clocks.png
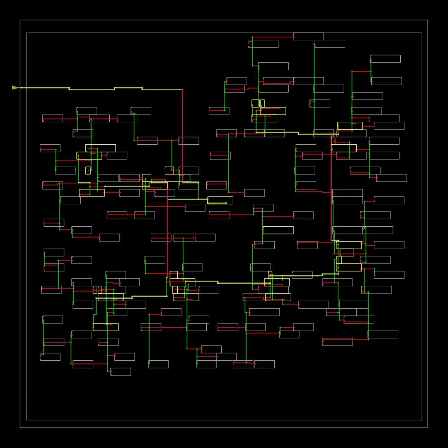
clk_routes.png
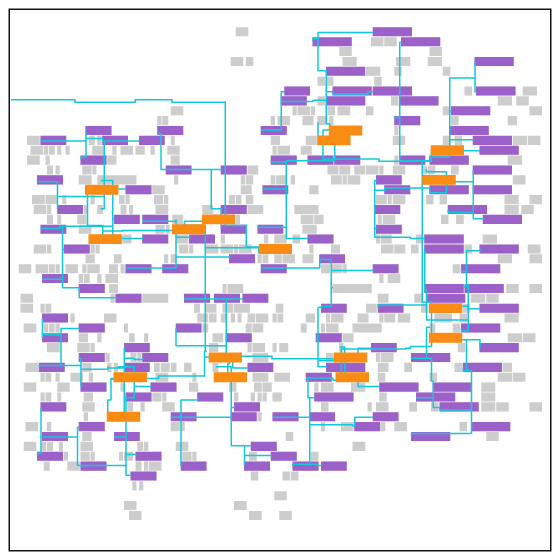
placement_by_type.png
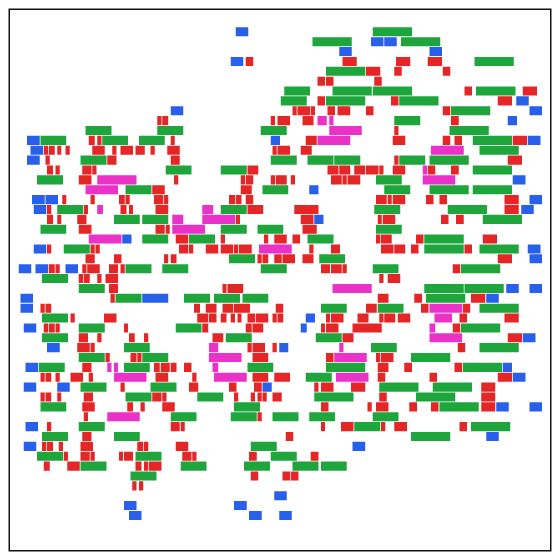
## src/rtl/spi_minion_stream.sv

```systemverilog
// spi_minion_stream
//   SPI minion front end (mode 0, MSB first) in front of the SPI-facing port
//   of the tape-in interconnect. The pad-level cs/sclk/mosi are oversampled in
//   the clk domain. Fixed-length frames of N+2 bits are turned into a val/rdy
//   message stream, and messages from the interconnect are returned on miso.
//
// Ports
//   clk, reset            : system clock, synchronous active-high reset
//   cs, sclk, mosi        : SPI pads (asynchronous to clk, cs active low)
//   miso                  : SPI serial data back to the host
//   send_msg/val/rdy      : inbound stream (SPI host -> interconnect), 2-deep FIFO
//   recv_msg/val/rdy      : outbound stream (interconnect -> SPI host), 1 entry
//   minion_parity         : XOR-reduction of the last payload pushed inbound
//
// Host frame  (mosi): {wr_val, rd_rdy, payload[N-1:0]}
// Minion frame(miso): {space,  rd_val, hold[N-1:0]}, snapshotted on cs fall
module spi_minion_stream #(
  parameter int N = 20
) (
  input  logic         clk,
  input  logic         reset,
  input  logic         cs,
  input  logic         sclk,
  input  logic         mosi,
  output logic         miso,
  output logic [N-1:0] send_msg,
  output logic         send_val,
  input  logic         send_rdy,
  input  logic [N-1:0] recv_msg,
  input  logic         recv_val,
  output logic         recv_rdy,
  output logic         minion_parity
);

  localparam int FL = N + 2;               // frame length in bits
  localparam int CW = $clog2(FL + 1);      // bit counter width (0..FL)
  localparam logic [CW-1:0] FULL_CNT = CW'(FL);

  // ---------------------------------------------------------------------------
  // Synchronizers: two flops each, plus a third flop on cs/sclk for edges.
  // ---------------------------------------------------------------------------
  logic cs_meta_reg,   cs_sync_reg,   cs_prev_reg;
  logic sclk_meta_reg, sclk_sync_reg, sclk_prev_reg;
  logic mosi_meta_reg, mosi_sync_reg;

  always_ff @(posedge clk) begin
    if (reset) begin
      cs_meta_reg   <= 1'b0;
      cs_sync_reg   <= 1'b0;
      cs_prev_reg   <= 1'b0;
      sclk_meta_reg <= 1'b0;
      sclk_sync_reg <= 1'b0;
      sclk_prev_reg <= 1'b0;
      mosi_meta_reg <= 1'b0;
      mosi_sync_reg <= 1'b0;
    end else begin
      cs_meta_reg   <= cs;
      cs_sync_reg   <= cs_meta_reg;
      cs_prev_reg   <= cs_sync_reg;
      sclk_meta_reg <= sclk;
      sclk_sync_reg <= sclk_meta_reg;
      sclk_prev_reg <= sclk_sync_reg;
      mosi_meta_reg <= mosi;
      mosi_sync_reg <= mosi_meta_reg;
    end
  end

  logic cs_fall, cs_rise, sclk_rise, sclk_fall;
  assign cs_fall   =  cs_prev_reg   & ~cs_sync_reg;
  assign cs_rise   = ~cs_prev_reg   &  cs_sync_reg;
  assign sclk_rise = ~sclk_prev_reg &  sclk_sync_reg;
  assign sclk_fall =  sclk_prev_reg & ~sclk_sync_reg;

  // ---------------------------------------------------------------------------
  // Frame engine
  // frame_active_reg is set only by a cs fall. Reset clears it, so the
  // remaining edges of an aborted frame are ignored until a fresh cs fall.
  // ---------------------------------------------------------------------------
  logic          frame_active_reg;
  logic [CW-1:0] bit_cnt_reg;
  logic [FL-1:0] rx_shift_reg;
  logic [FL-1:0] tx_shift_reg;
  logic          space_snap_reg;
  logic          rd_val_snap_reg;

  logic [1:0]    count_reg;
  logic          hold_full_reg;
  logic [N-1:0]  hold_reg;

  logic space_now;
  assign space_now = (count_reg < 2'd2);

  always_ff @(posedge clk) begin
    if (reset) begin
      frame_active_reg <= 1'b0;
      bit_cnt_reg      <= '0;
      rx_shift_reg     <= '0;
      tx_shift_reg     <= '0;
      space_snap_reg   <= 1'b0;
      rd_val_snap_reg  <= 1'b0;
    end else if (cs_fall) begin
      frame_active_reg <= 1'b1;
      bit_cnt_reg      <= '0;
      tx_shift_reg     <= {space_now, hold_full_reg, hold_reg};
      space_snap_reg   <= space_now;
      rd_val_snap_reg  <= hold_full_reg;
    end else if (cs_rise) begin
      frame_active_reg <= 1'b0;
    end else if (frame_active_reg) begin
      // Extra clocks beyond the frame length are not shifted in, so an
      // over-long frame keeps its first FL bits.
      if (sclk_rise && bit_cnt_reg != FULL_CNT) begin
        rx_shift_reg <= {rx_shift_reg[FL-2:0], mosi_sync_reg};
        bit_cnt_reg  <= bit_cnt_reg + 1'b1;
      end
      if (sclk_fall) begin
        tx_shift_reg <= {tx_shift_reg[FL-2:0], 1'b0};
      end
    end
  end

  // The frame is only honoured when it was opened by a cs fall and carried
  // exactly FL bits; anything else is discarded without side effects.
  logic frame_done, do_push, do_clear, do_pop;
  assign frame_done = cs_rise & frame_active_reg & (bit_cnt_reg == FULL_CNT);
  assign do_push    = frame_done & rx_shift_reg[FL-1] & space_snap_reg;
  assign do_clear   = frame_done & rx_shift_reg[FL-2] & rd_val_snap_reg;
  assign do_pop     = send_val & send_rdy;

  assign miso = frame_active_reg & ~cs_sync_reg & tx_shift_reg[FL-1];

  // ---------------------------------------------------------------------------
  // Inbound FIFO, depth 2. Space is reserved at frame start and the count
  // can only fall during a frame, so a push never meets a full FIFO.
  // ---------------------------------------------------------------------------
  logic         wr_ptr_reg, rd_ptr_reg;
  logic [N-1:0] fifo_mem [2];

  genvar gi;
  generate
    for (gi = 0; gi < 2; gi++) begin : g_fifo_entry
      always_ff @(posedge clk) begin
        if (reset) begin
          fifo_mem[gi] <= '0;
        end else if (do_push && wr_ptr_reg == 1'(gi)) begin
          fifo_mem[gi] <= rx_shift_reg[N-1:0];
        end
      end
    end
  endgenerate

  always_ff @(posedge clk) begin
    if (reset) begin
      wr_ptr_reg    <= 1'b0;
      rd_ptr_reg    <= 1'b0;
      count_reg     <= 2'd0;
      minion_parity <= 1'b0;
    end else begin
      if (do_push) begin
        wr_ptr_reg    <= ~wr_ptr_reg;
        minion_parity <= ^rx_shift_reg[N-1:0];
      end
      if (do_pop) begin
        rd_ptr_reg <= ~rd_ptr_reg;
      end
      case ({do_push, do_pop})
        2'b10:   count_reg <= count_reg + 2'd1;
        2'b01:   count_reg <= count_reg - 2'd1;
        default: count_reg <= count_reg;
      endcase
    end
  end

  assign send_val = (count_reg != 2'd0);
  assign send_msg = fifo_mem[rd_ptr_reg];

  // ---------------------------------------------------------------------------
  // Outbound holding register. Load needs empty and clear needs full, so the
  // two never happen in the same cycle. Only the full flag is cleared; the
  // data simply becomes stale.
  // ---------------------------------------------------------------------------
  logic hold_load;
  assign recv_rdy  = ~hold_full_reg;
  assign hold_load = recv_val & ~hold_full_reg;

  always_ff @(posedge clk) begin
    if (reset) begin
      hold_full_reg <= 1'b0;
      hold_reg      <= '0;
    end else if (hold_load) begin
      hold_full_reg <= 1'b1;
      hold_reg      <= recv_msg;
    end else if (do_clear) begin
      hold_full_reg <= 1'b0;
    end
  end

endmodule

```

## config.mk

```make
export PLATFORM = sky130hd
export DESIGN_NAME = spi_minion_stream
export DESIGN_NICKNAME = d
export VERILOG_FILES = /design/src/rtl/spi_minion_stream.sv
export SDC_FILE = /design/constraint.sdc
export NUM_CORES = 1
export LEC_CHECK = 0
export ABC_CLOCK_PERIOD_IN_PS = 3600
export CAP_MARGIN = 20
export CORE_MARGIN = 2
export CORE_UTILIZATION = 25
export CTS_CLUSTER_DIAMETER = 100
export DETAILED_ROUTE_END_ITERATION = 8
export PLACE_DENSITY = 0.4
export SYNTH_ARGS = -nofsm -noshare
export SYNTH_HDL_FRONTEND = slang
export SYNTH_SLANG_ARGS = --single-unit
```

## constraint.sdc

```tcl
create_clock -name clk -period 3.6 [get_ports clk]
set_input_delay 0.54 -clock clk [delete_from_list [all_inputs] [get_ports clk]]
set_output_delay 0.54 -clock clk [all_outputs]
set_load 0.005 [all_outputs]
```

==> impl_metrics.yaml <==
# yosys + openroad results
min_path:
  hold_depth: 1
  min_to: "sclk_sync_reg"
  min_from: "sclk_meta_reg"
critical_path:
  r2r_slack_ps: 1190
  crit_type: "flop to primary output"
  arrival_ps: 2130
  critPathCaptureType: "primary output"
  crit_slowest_cell: "dfxtp_1"
  crit_cells: 3
  r2r_cells: 5
cells_and_area:
  areaGrowthSynthToFinish_pct: 25.7
  area_share_nonclk_buffers: 0.0885
  layout_top_cell: "dfxtp_1"
  clockNetworkAreaShare: 0.0858
  stdcell_area_mm2: 0.00659
  inverters_excl_clock: 7
  layoutNonFillerInstCount: 811
  nMultiInputCombCells: 315
  largest_reg_flops: 40
  fin_nets: 561
  logic_area_mm2: 0.00213
clock_network:
  clock_path_buffers: 2
  tritoncts: "yes"
  htree_levels: 4
  post_cts_buffers: 0
  ctsHoldBuffers: 0
  cts_buffers: 17
  cts_root_buf: "clkbuf_16"
  cts.clk_slew.worst_paths_ps: 50
  cts_resized: 0
routing:
  drt-met1-wl_um: 5030
  drtPass1Iterations: 5
  routed-wl-met2_um: 5170
  top_layer: "met4"
  drc: 0
  drt-vias-per-instance: 4.15
grt:
  grt_max_degree: 49
  gr-usage-met2: 0.177
  top_usage_layer: "met2"
  grt_pass1_vias: 3415
  use_met3: 0.0327
  grt_pass1_wl_um: 17800
  grt_remaining_overflow: 0
synth:
  synth_cell_types: 36
  ys_sh_simple: 0.153
  topCellsByArea: "dfxtp_1 (33%), edfxtp_1 (23%), mux2i_1 (8.8%)"
  numSynthFlops: 127
  ys_warn_count: 0
  synthXorXnorAreaFrac: 0.0461
  ys_chip_area_mm2: 0.00524
  netlist_logic_family_top: "simple AND/OR/NAND/NOR gates"
  syn-num-nets: 513
  synth.area.mux_share: 0.131
pwr:
  pg_comb_mw: 0.151
  power.switching_mw: 0.712
  power_frac_comb: 0.045
  top_power_group: "the clock network"
  irDropWorstVdd_mv: 0.319
  powerDensity_mw_per_mm2: 505
  internal_power_mw: 2.62
placement:
  post_dp_cell_area_mm2: 0.00602
  hpwl_um: 6750
  port_buffers: 50
  dp_cells: 779
status:
  status: "finished clean"
sta:
  rsz0062_at_grt: "no"
  tns_ps: 0
  final_max_slew_viol_count: 0
  finalSetupViolations: 0
  period_used_share: 0.743
  hold_violations: 0
flow_run:
  tool_warnings: 29
die:
  initCoreUtil: 0.257
  die_area_mm2: 0.0221
  ios: 51
  core_mm2: 0.0204
## Picture notes: clocks.png
Clock Buffer Count: 20
clock-net power: 1.65 mW
Flops: 127
Final Skew: 11.7 ps
clock sink total: 127

## Picture notes: clk_routes.png
clock drivers: in orange, count 17. clock wires: in cyan, length 1810 um. flip-flops: in purple, count 127.
There are 18 routed clock nets.

## Picture notes: placement_by_type.png
other buffers and delay cells: in blue, cells 60, share of their area 9.3%. combinational and other logic: in red, cells 322, share of their area 35%. clock drivers and dummy loads: in magenta, cells 32, share of their area 9.0%. flops: in green, cells 127, share of their area 47%.

No activity file was given, so power comes from the tool's default toggle rates.
